--- config.mk ---
export PLATFORM = sky130hd
export DESIGN_NAME = alu_issue_stage
export DESIGN_NICKNAME = d
export VERILOG_FILES = /design/src/rtl/alu_issue_stage.sv
export SDC_FILE = /design/constraint.sdc
export NUM_CORES = 1
export LEC_CHECK = 0
export ABC_AREA = 1
export CORE_AREA = 2 2 105 107
export DETAILED_ROUTE_END_ITERATION = 8
export DIE_AREA = 0 0 107 109
export MAX_ROUTING_LAYER = met4
export PLACE_DENSITY = 0.85
export SYNTH_ARGS = -nofsm -noshare
export SYNTH_HDL_FRONTEND = slang
export SYNTH_SLANG_ARGS = --single-unit
--- constraint.sdc ---
create_clock -name clk -period 3.6 [get_ports clk]
set_input_delay 0.72 -clock clk [delete_from_list [all_inputs] [get_ports clk]]
set_output_delay 0.72 -clock clk [all_outputs]
set_load 0.05 [all_outputs]
--- src/rtl/alu_issue_stage.sv ---
// alu_issue_stage: decodes a MIPS instruction into registered ALU controls and
// operands, stalling a consumer of a just-issued lw until the load has drained.
module alu_issue_stage (
  input  logic        clk,
  input  logic        rst,
  input  logic [31:0] instr,
  input  logic [31:0] rs_data,
  input  logic [31:0] rt_data,
  input  logic        in_valid,
  output logic        in_ready,
  output logic        out_valid,
  input  logic        out_ready,
  input  logic        flush,
  output logic [4:0]  ALU_op,
  output logic [31:0] arg1,
  output logic [31:0] arg2,
  output logic [4:0]  shamt,
  output logic [4:0]  dest_reg,
  output logic        is_load,
  output logic        illegal
);
  localparam logic [4:0] OP_ADD = 5'd0, OP_SUB = 5'd1, OP_AND = 5'd2, OP_OR = 5'd3,
                         OP_NOR = 5'd4, OP_SLL = 5'd5, OP_SRL = 5'd6, OP_SRA = 5'd7,
                         OP_SLT = 5'd8, OP_LUI = 5'd9, OP_BNE = 5'd10, OP_BGTZ = 5'd11,
                         OP_BGEZ = 5'd12;
  typedef enum logic [1:0] {IDLE, HELD, DRAIN} state_t;
  state_t      state_q, state_d;
  logic [4:0]  trk_q, trk_d;
  logic        out_valid_q, out_valid_d;
  logic [4:0]  alu_op_q, alu_op_d, shamt_q, shamt_d, dest_q, dest_d;
  logic [31:0] arg1_q, arg1_d, arg2_q, arg2_d;
  logic        load_q, load_d, ill_q, ill_d;
  logic [5:0]  opc, fn;
  logic [31:0] sext, zext;
  logic [4:0]  dec_op, dec_dst, rs_idx, rt_idx;
  logic [31:0] dec_a2;
  logic        dec_ld, dec_ill, reads_rt, hazard, in_xfer, out_xfer;
  assign opc    = instr[31:26];
  assign fn     = instr[5:0];
  assign rs_idx = instr[25:21];
  assign rt_idx = instr[20:16];
  assign sext   = {{16{instr[15]}}, instr[15:0]};
  assign zext   = {16'h0000, instr[15:0]};
  always_comb begin
    dec_op   = OP_ADD;
    dec_a2   = '0;
    dec_dst  = '0;
    dec_ld   = 1'b0;
    dec_ill  = 1'b0;
    reads_rt = 1'b0;
    case (opc)
      6'h00: begin
        dec_a2   = rt_data;
        dec_dst  = instr[15:11];
        reads_rt = 1'b1;
        case (fn)
          6'h20, 6'h21: dec_op = OP_ADD;
          6'h22, 6'h23: dec_op = OP_SUB;
          6'h24:        dec_op = OP_AND;
          6'h25:        dec_op = OP_OR;
          6'h27:        dec_op = OP_NOR;
          6'h00:        dec_op = OP_SLL;
          6'h02:        dec_op = OP_SRL;
          6'h03:        dec_op = OP_SRA;
          6'h2a:        dec_op = OP_SLT;
          default:      dec_ill = 1'b1;
        endcase
      end
      6'h08, 6'h09: begin dec_a2 = sext; dec_dst = rt_idx; end
      6'h0a: begin dec_op = OP_SLT; dec_a2 = sext; dec_dst = rt_idx; end
      6'h0c: begin dec_op = OP_AND; dec_a2 = zext; dec_dst = rt_idx; end
      6'h0d: begin dec_op = OP_OR;  dec_a2 = zext; dec_dst = rt_idx; end
      6'h0f: begin dec_op = OP_LUI; dec_a2 = zext; dec_dst = rt_idx; end
      6'h23: begin dec_a2 = sext; dec_dst = rt_idx; dec_ld = 1'b1; end
      6'h2b: begin dec_a2 = sext; reads_rt = 1'b1; end
      6'h04: begin dec_op = OP_SUB; dec_a2 = rt_data; reads_rt = 1'b1; end
      6'h05: begin dec_op = OP_BNE; dec_a2 = rt_data; reads_rt = 1'b1; end
      6'h07: dec_op = OP_BGTZ;
      6'h01: begin
        dec_op  = OP_BGEZ;
        dec_ill = (rt_idx != 5'd1);
      end
      default: dec_ill = 1'b1;
    endcase
  end
  // Only a load still in the output register or just handed to the ALU can
  // leave its destination unavailable to the instruction being issued.
  assign hazard   = (state_q != IDLE) && (trk_q != 5'd0) &&
                    ((trk_q == rs_idx) || (reads_rt && trk_q == rt_idx));
  assign in_ready = !flush && !hazard && (!out_valid_q || out_ready);
  assign in_xfer  = in_valid && in_ready;
  assign out_xfer = out_valid_q && out_ready;
  always_comb begin
    state_d     = flush ? IDLE :
                  (in_xfer && dec_ld) ? HELD :
                  (state_q == HELD && out_xfer) ? DRAIN :
                  (state_q == DRAIN) ? IDLE : state_q;
    trk_d       = (in_xfer && dec_ld) ? rt_idx : trk_q;
    out_valid_d = flush ? 1'b0 : in_xfer ? 1'b1 : out_xfer ? 1'b0 : out_valid_q;
    alu_op_d    = in_xfer ? (dec_ill ? OP_ADD : dec_op) : alu_op_q;
    arg1_d      = in_xfer ? (dec_ill ? 32'h0 : rs_data) : arg1_q;
    arg2_d      = in_xfer ? (dec_ill ? 32'h0 : dec_a2) : arg2_q;
    shamt_d     = in_xfer ? instr[10:6] : shamt_q;
    dest_d      = in_xfer ? (dec_ill ? 5'd0 : dec_dst) : dest_q;
    load_d      = in_xfer ? (dec_ld && !dec_ill) : load_q;
    ill_d       = in_xfer ? dec_ill : ill_q;
  end
  always_ff @(posedge clk or posedge rst) begin
    if (rst) begin
      state_q     <= IDLE;
      trk_q       <= '0;
      out_valid_q <= 1'b0;
      alu_op_q    <= '0;
      arg1_q      <= '0;
      arg2_q      <= '0;
      shamt_q     <= '0;
      dest_q      <= '0;
      load_q      <= 1'b0;
      ill_q       <= 1'b0;
    end else begin
      state_q     <= state_d;
      trk_q       <= trk_d;
      out_valid_q <= out_valid_d;
      alu_op_q    <= alu_op_d;
      arg1_q      <= arg1_d;
      arg2_q      <= arg2_d;
      shamt_q     <= shamt_d;
      dest_q      <= dest_d;
      load_q      <= load_d;
      ill_q       <= ill_d;
    end
  end
  assign out_valid = out_valid_q;
  assign ALU_op    = alu_op_q;
  assign arg1      = arg1_q;
  assign arg2      = arg2_q;
  assign shamt     = shamt_q;
  assign dest_reg  = dest_q;
  assign is_load   = load_q;
  assign illegal   = ill_q;
endmodule

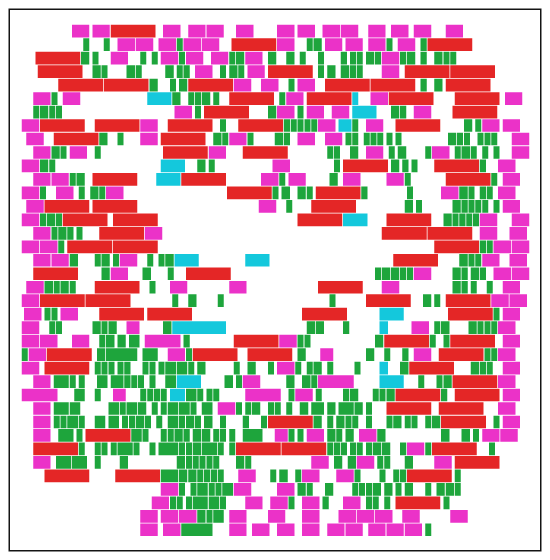
run_1/class_map.png
cyan -> clock drivers and dummy loads  # cells 16
red -> registers  # cells 88
magenta -> remaining buffers and delay cells  # cells 189
green -> remaining logic cells  # cells 471
# rows: 38
flop share of the area: 33.5%
Post-Route Utilization: 62.1%
Design Area, Final: 0.00658 mm²
core area: 0.0106 mm²

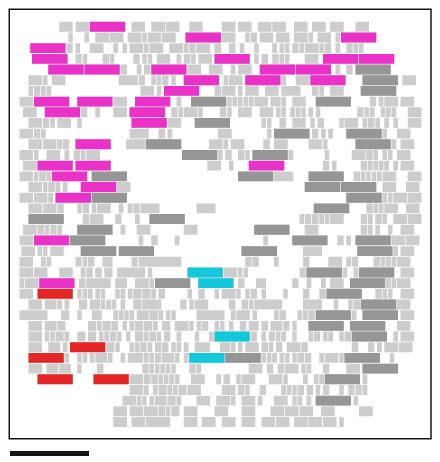
run_1/ff_map.png
Scale bar: 20 µm.
magenta -> arg1  # placed flops 32
cyan -> ALU_op  # placed flops 4
red -> trk_q  # placed flops 5, where bottom left
Seq group: 1.08 mW
Reg area: 0.00220 mm²

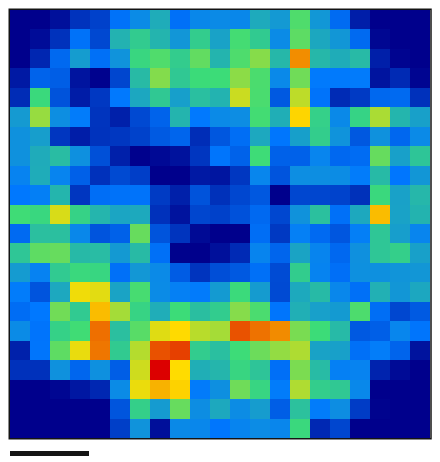
run_1/route_heat.png
Scale bar: 20 µm. The die is cut into 21 by 22 equal tiles; dark blue is low, red is high, scaled to the fullest tile. Values are wire area over tile area, all layers added.
tiles over half the peak = 15%
densest ninth of the die = bottom middle
nearly empty tiles = 10%
fullest tile = 0.60
mean over tiles = 0.18
emptiest ninth of the die = middle
WL/cell: 14.2 µm
Final Routed Wirelength: 12900 µm

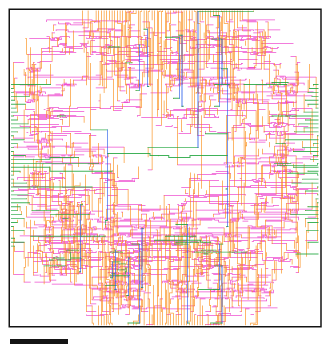
run_1/layers.png
Scale bar: 20 µm.
blue -> M4  # wire length 432 µm
green -> M3  # wire length 784 µm
orange -> M2  # wire length 6300 µm
magenta -> M1  # wire length 5350 µm
Tot GR Track Use: 23.2%
total number of vias: 4527

==> impl_metrics.env, run 1 <==
# physical design summary
export IMPL_status="finished, final reports clean"
export IMPL_inverters=42
export IMPL_cts_tree="built"
export IMPL_placed_cells=888
export IMPL_use_met2_pct=38.1
export IMPL_fmax_mhz=318
export IMPL_power_frac_comb_pct=27.2
export IMPL_taps=140
export IMPL_synth_distinct_cells=31
export IMPL_top_layer="met4"
export IMPL_die_w_um=107
export IMPL_peakVddDrop_mv=0.195
export IMPL_htreeDepth=3
export IMPL_largest_class="registers"
export IMPL_layout_top_cell="nand2_1"
export IMPL_p_sw_share_pct=32.6
export IMPL_topCellsByArea="dfrtp_1, nand2_1, o21ai_1"
export IMPL_seqPwrFrac_pct=44.6
export IMPL_clkPwrFrac_pct=28.2
export IMPL_layout_top_cells="nand2_1, clkdlybuf4s50_1, dfrtp_1"
export IMPL_r2r_start="trk_q[0]$_DFFE_PP0P_"
export IMPL_post_synth_top_area_cell="dfrtp_1"
export IMPL_grtUsageMet1_pct=28.5
export IMPL_worst_slew_pin_transition_ps=736
export IMPL_synthMuxAreaShare_pct=0
export IMPL_yosys_cells=589
export IMPL_sh_comb_area_pct=29.3
export IMPL_setup_viol=0
export IMPL_topCombFamilyByArea="simple AND/OR/NAND/NOR gates"
export IMPL_finalNetCount=860
export IMPL_grt_max_degree=111
export IMPL_path_common_cell="nand2_1"
export IMPL_fp_dieH_um=109
export IMPL_power_mw=2.43
export IMPL_gr_usage_met3_pct=3.77
export IMPL_p_leak_nw=2.92
export IMPL_met1Wirelength_um=5350
export IMPL_fp_util_pct=42.0
export IMPL_max_clock_path_buffers=2
export IMPL_buffers=189
export IMPL_xor_share_pct=1.38
export IMPL_grt_busiest_layer="met2"
export IMPL_slew_headroom_pct=50.9
export IMPL_hold_end="arg2[2]$_DFFE_PP0N_"
export IMPL_synth_edff_count=0
export IMPL_place_area_mm2=0.00638
export IMPL_powerComb_uw=661
export IMPL_cp_num_buf_inv=4
export IMPL_wl_met2_um=6300
export IMPL_dieArea_mm2=0.0117
export IMPL_avgSynthCellArea_um2=7.56
export IMPL_n_fill_cell=913
export IMPL_crit_end="in_ready"
export IMPL_port_buffers=182
export IMPL_fin_skew_ps=10.2
export IMPL_fa_ha_area_share_pct=0
export IMPL_ctsResizeCount=0
export IMPL_common_cells="nand2_1, dfrtp_1, o21ai_1, inv_1, nor2_1"
export IMPL_logic_gates=429
export IMPL_comb_area_mm2=0.00193
export IMPL_worstSetupPathDepth=11
export IMPL_worstPathArrival_ps=2430
export IMPL_routed_via_density=5.01
export IMPL_tns_ps=0
export IMPL_rsz0062_at_grt="false"
export IMPL_buf_share_pct=29.2
export IMPL_r2r_setup_slack_ps=1700
export IMPL_rr_endpoint="arg1[7]$_DFFE_PP0N_"
export IMPL_syn_to_final_growth_pct=47.7
export IMPL_diodes=0
export IMPL_clk_latency_ps=350
export IMPL_first_global_vias=4384
export IMPL_p_int_mw=1.64
export IMPL_hp_class="reg2reg"
export IMPL_synth_seq_cells=88
export IMPL_clkTransAtPathRegs_ps=80
export IMPL_antenna_found_initial=0
export IMPL_path_max_fanout=6
export IMPL_syn_inst=589
export IMPL_instances_no_fill=904
export IMPL_io_pins=184
export IMPL_clkbuf_count=11
export IMPL_yosysSeqAreaShare_pct=49.4
export IMPL_synth_nets=690
export IMPL_critical_path_max_stage_delay_ps=530
export IMPL_critPathTopFamily="buffers and inverters"
export IMPL_preCtsSetupSlack_ps=503
export IMPL_dp_hpwl_um=9440
export IMPL_cts_buffers=9
export IMPL_synth_most_common_cell="nand2_1"
export IMPL_clock_sinks=88
export IMPL_hold_viol_final=0
export IMPL_dr_first_iter_drc_count=231
export IMPL_cts_root_buf="clkbuf_8"
export IMPL_cts_hold_buf=0
export IMPL_hold_depth=2
export IMPL_clk_share_pct=3.00
export IMPL_grt_pass1_wl_um=20800
export IMPL_cp_start_kind="primary input"
export IMPL_p_switching_uw=791
export IMPL_powerDensity_mw_per_mm2=369
export IMPL_async_reset_ff_share_pct=100
export IMPL_fin_ws_ps=451
export IMPL_tool_warnings=28
export IMPL_maxPowerGroup="sequential cells"
export IMPL_met3_length_um=783
export IMPL_drcViolationCount=0
export IMPL_p_clk_uw=686
export IMPL_synthSimpleGateAreaFrac_pct=28.0
run_1/congestion_map.png
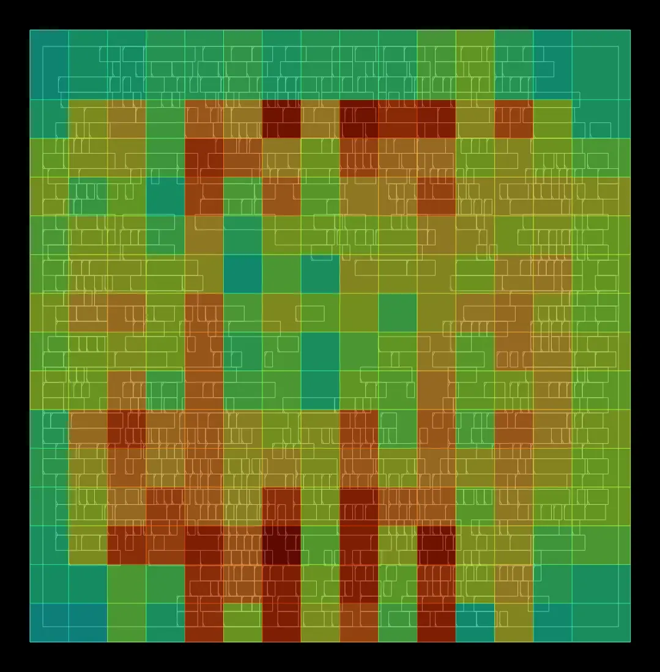

==> run 2: changes to the inputs <==
--- a/config.mk
+++ b/config.mk
@@ -10,7 +10,7 @@
 export DETAILED_ROUTE_END_ITERATION = 8
 export DIE_AREA = 0 0 107 109
 export MAX_ROUTING_LAYER = met4
-export PLACE_DENSITY = 0.85
+export PLACE_DENSITY = 0.78
 export SYNTH_ARGS = -nofsm -noshare
 export SYNTH_HDL_FRONTEND = slang
 export SYNTH_SLANG_ARGS = --single-unit
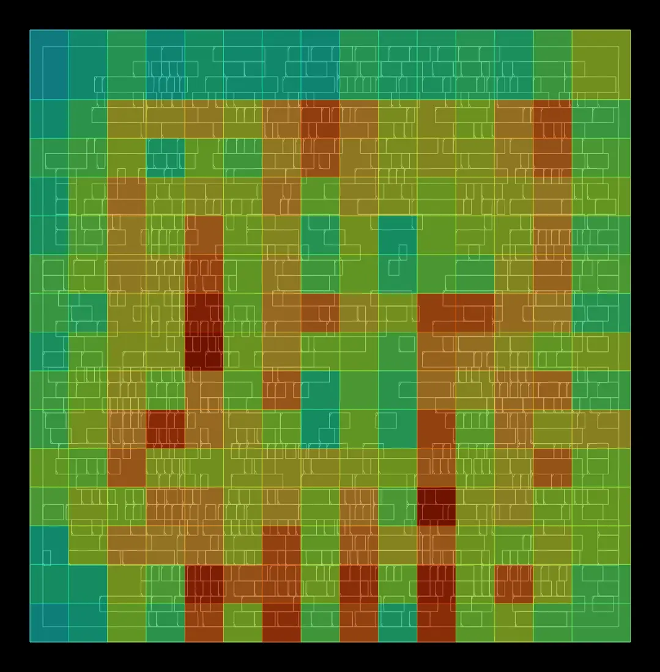
run_2/congestion_map.png
Post-Route Utilization: 62.6%
Tot GR Track Use: 22.9%
GR peak layer: met2
met2 Use GR: 36.7%
met3 GRT Util: 3.65%

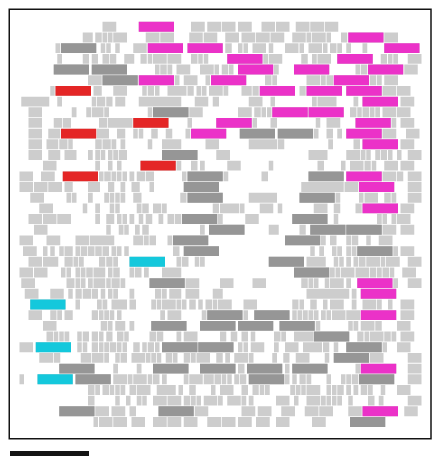
run_2/ff_map.png
Scale bar: 20 µm.
magenta -> arg1  # placed flops 32
red -> trk_q  # placed flops 5
cyan -> ALU_op  # placed flops 4, where bottom left
flop share of the area: 33.2%

==> run 2 against run 1 <==
  * Register-to-register slack hardly changed
  * First-iteration DRC count increased by 16%
  * Non-clock buffer count up 3
  * Clock skew is 1.6 ps lower
  * Cell count is 0.33% higher
  * Critical path type is now in2reg
  * Largest cell class unchanged
  * Largest power group unchanged
==> impl_metrics.env, run 2 <==
# physical design summary
export IMPL_grt_max_degree=63
export IMPL_diodes=0
export IMPL_clk_latency_ps=360
export IMPL_rows=38
export IMPL_cts_root_buf="clkbuf_8"
export IMPL_ctsResizeCount=0
export IMPL_antenna_found_initial=0
export IMPL_async_reset_ff_share_pct=100
export IMPL_tns_ps=0
export IMPL_hold_end="arg2[6]$_DFFE_PP0N_"
export IMPL_first_global_vias=4308
export IMPL_crit_end="dest_reg[2]$_DFFE_PP0N_"
export IMPL_hp_class="reg2reg"
export IMPL_met3_length_um=815
export IMPL_avgSynthCellArea_um2=7.56
export IMPL_dieArea_mm2=0.0117
export IMPL_rr_endpoint="arg2[26]$_DFFE_PP0N_"
export IMPL_grt_pass1_wl_um=20500
export IMPL_cts_buffers=9
export IMPL_n_fill_cell=916
export IMPL_syn_to_final_growth_pct=49.0
export IMPL_p_switching_uw=790
export IMPL_tool_warnings=26
export IMPL_path_common_cell="nor2_4"
export IMPL_clkPwrFrac_pct=32.3
export IMPL_worstPathArrival_ps=3390
export IMPL_seqPwrFrac_pct=42.1
export IMPL_logic_gates=429
export IMPL_gp_congestion=0.869
export IMPL_dr_first_iter_drc_count=269
export IMPL_instances_no_fill=907
export IMPL_fin_area_mm2=0.00664
export IMPL_grtUsageMet1_pct=29.1
export IMPL_placed_cells=891
export IMPL_comb_area_mm2=0.00193
export IMPL_common_cells="nand2_1, dfrtp_1, o21ai_1, inv_1, nor2_1"
export IMPL_largest_class="registers"
export IMPL_clk_share_pct=3.69
export IMPL_synth_nets=690
export IMPL_rsz0062_at_grt="false"
export IMPL_sh_comb_area_pct=29.0
export IMPL_buffers=192
export IMPL_vias=4472
export IMPL_routed_wl_um=12700
export IMPL_worst_slew_pin_transition_ps=824
export IMPL_yosys_cells=589
export IMPL_clkbuf_count=11
export IMPL_fp_util_pct=42.0
export IMPL_p_clk_uw=831
export IMPL_post_drt_wl_per_cell_um=14.0
export IMPL_cts_hold_buf=0
export IMPL_top_layer="met4"
export IMPL_port_buffers=182
export IMPL_synthSimpleGateAreaFrac_pct=28.0
export IMPL_r2r_setup_slack_ps=1690
export IMPL_drcViolationCount=0
export IMPL_setup_viol=0
export IMPL_peakVddDrop_mv=0.230
export IMPL_p_seq_mw=1.08
export IMPL_p_int_mw=1.78
export IMPL_max_clock_path_buffers=2
export IMPL_layout_top_cell="nand2_1"
export IMPL_fp_dieH_um=109
export IMPL_synth_edff_count=0
export IMPL_path_max_fanout=37
export IMPL_core_mm2=0.0106
export IMPL_layout_top_cells="nand2_1, clkdlybuf4s50_1, dfrtp_1"
export IMPL_p_sw_share_pct=30.8
export IMPL_taps=140
export IMPL_die_w_um=107
export IMPL_hold_viol_final=0
export IMPL_yosys_area_top_type_share_pct=49.4
export IMPL_wl_met2_um=6080
export IMPL_status="finished, final reports clean"
export IMPL_fa_ha_area_share_pct=0
export IMPL_met1Wirelength_um=5570
export IMPL_r2r_start="trk_q[0]$_DFFE_PP0P_"
export IMPL_slew_headroom_pct=44.9
export IMPL_syn_inst=589
export IMPL_routed_via_density=4.93
export IMPL_topCellsByArea="dfrtp_1, nand2_1, o21ai_1"
export IMPL_synth_most_common_cell="nand2_1"
export IMPL_clock_sinks=88
export IMPL_buf_share_pct=29.1
export IMPL_power_frac_comb_pct=25.6
export IMPL_htreeDepth=3
export IMPL_yosysSeqAreaShare_pct=49.4
export IMPL_synth_distinct_cells=31
export IMPL_finalNetCount=863
export IMPL_cp_start_kind="primary input"
export IMPL_synthMuxAreaShare_pct=0
export IMPL_maxPowerGroup="sequential cells"
export IMPL_cts_tree="built"
export IMPL_critPathTopFamily="simple AND/OR/NAND/NOR gates"
export IMPL_fin_ws_ps=499
export IMPL_io_pins=184
export IMPL_dp_hpwl_um=9440
export IMPL_power_mw=2.57
export IMPL_cp_num_buf_inv=3
export IMPL_post_synth_top_area_cell="dfrtp_1"
export IMPL_topCombFamilyByArea="simple AND/OR/NAND/NOR gates"
export IMPL_inverters=42
export IMPL_xor_share_pct=1.38
export IMPL_fmax_mhz=322
export IMPL_register_area_mm2=0.00220
export IMPL_worstSetupPathDepth=11
export IMPL_preCtsSetupSlack_ps=145
export IMPL_fin_skew_ps=8.58
export IMPL_powerDensity_mw_per_mm2=387
Power is estimated from default activity; no workload was simulated.
